--- config.mk ---
export PLATFORM = sky130hd
export DESIGN_NAME = mul_vector_seq
export DESIGN_NICKNAME = d
export VERILOG_FILES = /design/src/rtl/mul_vector_seq.sv
export SDC_FILE = /design/constraint.sdc
export NUM_CORES = 1
export LEC_CHECK = 0
export CELL_PAD_IN_SITES_DETAIL_PLACEMENT = 1
export CELL_PAD_IN_SITES_GLOBAL_PLACEMENT = 2
export CORE_MARGIN = 1.5
export CORE_UTILIZATION = 30
export CTS_BUF_LIST = sky130_fd_sc_hd__clkbuf_8
export DETAILED_ROUTE_END_ITERATION = 8
export PLACE_DENSITY = 0.74
export SYNTH_ARGS = -nofsm -noshare
export SYNTH_HDL_FRONTEND = slang
export SYNTH_SLANG_ARGS = --single-unit
--- constraint.sdc ---
create_clock -name clk -period 2.5 [get_ports clk]
set_input_delay 0.625 -clock clk [delete_from_list [all_inputs] [get_ports clk]]
set_output_delay 0.625 -clock clk [all_outputs]
set_load 0.01 [all_outputs]
--- src/rtl/mul_vector_seq.sv ---
// Bit-sliced vector multiplier: LANES independent WIDTH_N x WIDTH_N multiplies,
// one B bit-plane per clock, with optional accumulation onto the previous result.
module mul_vector_seq #(
    parameter int WIDTH_N = 2,
    parameter int LANES   = 16
) (
    input  logic                         clk,
    input  logic                         rst_n,
    input  logic                         start,
    input  logic                         accumulate,
    input  logic [WIDTH_N*LANES-1:0]     a,
    input  logic [WIDTH_N*LANES-1:0]     b,
    output logic [2*WIDTH_N*LANES-1:0]   y,
    output logic                         busy,
    output logic                         done
);

    localparam int AW = WIDTH_N * LANES;
    localparam int YW = 2 * AW;
    localparam int CW = (WIDTH_N > 1) ? $clog2(WIDTH_N) : 1;
    localparam logic [CW-1:0] LAST = CW'(WIDTH_N - 1);

    typedef enum logic [1:0] {IDLE, RUN, DONE} state_t;

    state_t          state_reg, state_next;
    logic [AW-1:0]   a_reg, b_reg;
    logic [YW-1:0]   acc_reg, acc_next, y_reg;
    logic [CW-1:0]   cnt_reg;
    logic [LANES-1:0] b_plane;
    logic            accept, last_plane;

    logic [LANES-1:0][WIDTH_N-1:0]   a_lane;
    logic [LANES-1:0][2*WIDTH_N-1:0] acc_lane, sum_lane;

    assign accept     = start && (state_reg != RUN);
    assign last_plane = (cnt_reg == LAST);

    always_comb begin
        b_plane = '0;
        for (int i = 0; i < WIDTH_N; i++) begin
            if (cnt_reg == CW'(i)) begin
                b_plane = b_reg[i*LANES +: LANES];
            end
        end
    end

    // Transpose bit-planes into per-lane words, add the shifted partial product,
    // and transpose the sum back; lanes never exchange carries.
    genvar gi, gj;
    generate
        for (gi = 0; gi < LANES; gi++) begin : g_lane
            for (gj = 0; gj < WIDTH_N; gj++) begin : g_a
                assign a_lane[gi][gj] = a_reg[gj*LANES + gi];
            end
            for (gj = 0; gj < 2*WIDTH_N; gj++) begin : g_acc
                assign acc_lane[gi][gj]         = acc_reg[gj*LANES + gi];
                assign acc_next[gj*LANES + gi]  = sum_lane[gi][gj];
            end
            assign sum_lane[gi] = acc_lane[gi] +
                (b_plane[gi] ? ({{WIDTH_N{1'b0}}, a_lane[gi]} << cnt_reg) : '0);
        end
    endgenerate

    always_ff @(posedge clk or negedge rst_n) begin
        if (!rst_n) begin
            state_reg <= IDLE;
        end else begin
            state_reg <= state_next;
        end
    end

    always_comb begin
        state_next = state_reg;
        case (state_reg)
            IDLE:    if (start) state_next = RUN;
            RUN:     if (last_plane) state_next = DONE;
            DONE:    state_next = start ? RUN : IDLE;
            default: state_next = IDLE;
        endcase
    end

    always_ff @(posedge clk or negedge rst_n) begin
        if (!rst_n) begin
            a_reg   <= '0;
            b_reg   <= '0;
            acc_reg <= '0;
            y_reg   <= '0;
            cnt_reg <= '0;
        end else if (accept) begin
            a_reg   <= a;
            b_reg   <= b;
            acc_reg <= accumulate ? y_reg : '0;
            cnt_reg <= '0;
        end else if (state_reg == RUN) begin
            acc_reg <= acc_next;
            // Only the final sum is published, so y never shows partial results.
            if (last_plane) begin
                y_reg <= acc_next;
            end else begin
                cnt_reg <= cnt_reg + 1'b1;
            end
        end
    end

    assign y    = y_reg;
    assign busy = (state_reg == RUN);
    assign done = (state_reg == DONE);

endmodule

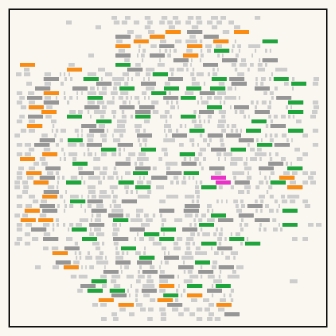
ff_map.png
Other sequential cells in the stronger grey, the rest of the logic in the fainter grey.
colour	name in the netlist	flops
green	`y`	64
magenta	`state_reg`	2
orange	`a_reg`	32
sequential logic power: 6010 uW
flop share of the area: 0.408

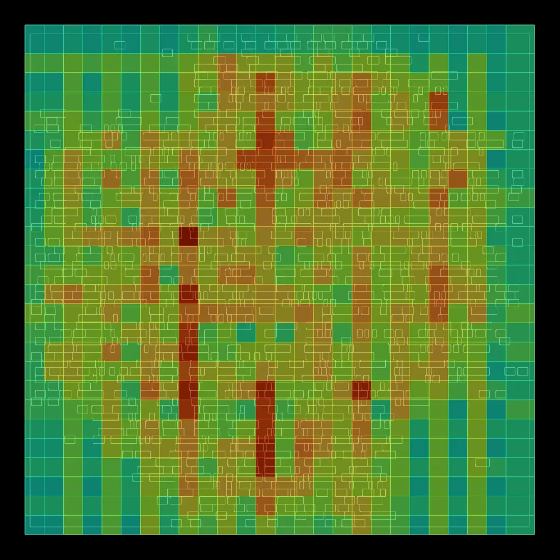
congestion_map.png
fin util: 0.378
Overall Global Routing Usage: 0.160
wire length per cell: 18.2 um
M3 GR Usage: 0.0325

==> qor.yml <==
outcome:
  status: "finished clean"
die:
  die_h_um: 183
  placementRows: 65
  initCoreUtil: 0.306
  die-area_sq_um: 33400
synth:
  synth_cell_types: 37
  common_cells: "dfrtp_1 (195), mux2_2 (72), nor2_1 (71), nand2_1 (69), o21ai_0 (49)"
  synthTopLogicFamily: "AND-OR/OR-AND gates"
  fp_nets: 980
  synthArstFlopShare: 1.00
  yosys_warnings: 0
  postSynthAreaPerCell_sq_um: 11.4
  top_area_cell: "dfrtp_1"
  ys.flop_type: "dfrtp_1"
  ys_sh_simple: 0.104
  ys.flops: 195
  yosys_area_sq_um: 9690
  edf_count: 0
  synth_seq_share: 0.504
  yosys.area_share.aoi: 0.118
  xor_area_frac: 0.0289
setup_path:
  reg2reg_to: "y[56]"
  cpPeakStageDelay_ps: 570
  startpoint_type: "flop"
  path_depth: 2
  reg2reg_depth: 9
  critPathTopFamily: "buffers and inverters"
  crit_type: "reg2out"
  ff2ff_setup_slack_ps: 280
  crit_start: "state_reg[0]"
  required_ps: 1880
  crit_chain: "nor2b_1 > clkdlybuf4s50_1"
  path_max_fanout: 4
  crit_slowest_cell: "clkdlybuf4s50_1"
  endpoint_kind: "output pin"
clock_network:
  clock_sinks: 195
  clock_latency_ps: 480
  cts-buffers-inserted: 17
  cts.clk_slew.worst_paths_ps: 110
  ctsResizeCount: 0
  root_buffer: "clkbuf_8"
  cts_htree_levels: 4
  clockBufferDepth: 2
timing:
  setup_viol: 0
  finalCriticalPeriod_ps: 2270
  rsz0062_at_grt: "false"
  fin_skew_ps: 22.5
  timing.hold.ws_ps: 94.2
  tightest_slew_ps: 802
  finalClockPeriodUsage: 0.906
  maxSlewHeadroom: 0.465
  slew_viol_final: 0
  setup_slack_ps: 235
finish:
  comb_area_share: 0.373
  finalNonFillerCells: 1391
  nNonClkInverters: 18
  drive_gt1_frac: 0.161
  synthToLayoutAreaGrowth_pct: 23.4
  clkbuf_count: 17
  nNonClkBuffers: 159
  nMultiInputCombCells: 585
  antenna_cells: 0
  seq_cell_count: 195
  clk_share: 0.0321
  nFillCells: 3419
  combGateArea_sq_um: 4460
  buf_share: 0.138
drt:
  dr_wl_met3_um: 1040
  drt_iter0_markers: 291
  drc: 0
  top_layer: "met4"
  antenna_left: 0
  wl_met2_um: 11200
global_route:
  grt_pass1_wl_um: 41600
  grt_antenna_before_repair: 0
  grt_max_degree: 51
  use_met2: 0.242
  grt_pass1_vias: 7342
  busiest_layer: "met2"
  globalRouteOverflowTotal: 0
power:
  p_per_area_nw_per_um2: 1360
  pg_comb_uw: 8220
  maxPowerGroup: "combinational cells"
  p_clk_uw: 2030
  leakage_uw: 0.00535
  ir_drop_uv: 443
  finalPower_uw: 16300
  p_sw_uw: 6730
placed_design:
  dp.cells: 1359
  portBuffers: 133
  placed_area_sq_um: 11600
  gp_congestion: 0.723
  dp_slack_ps: 230
flow_run:
  warnings: 26
min_path:
  hold_path.class: "in2async"
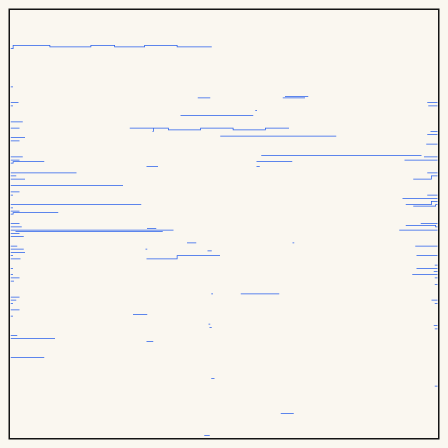
m3.png
longest straight run	69.2 um
nets with wire on the layer	84
wire length on this layer	1040 um
DRT Wirelength: 25300 um
Via Count: 6939

Power figures rest on the tool's default switching activity, not on a simulated workload.
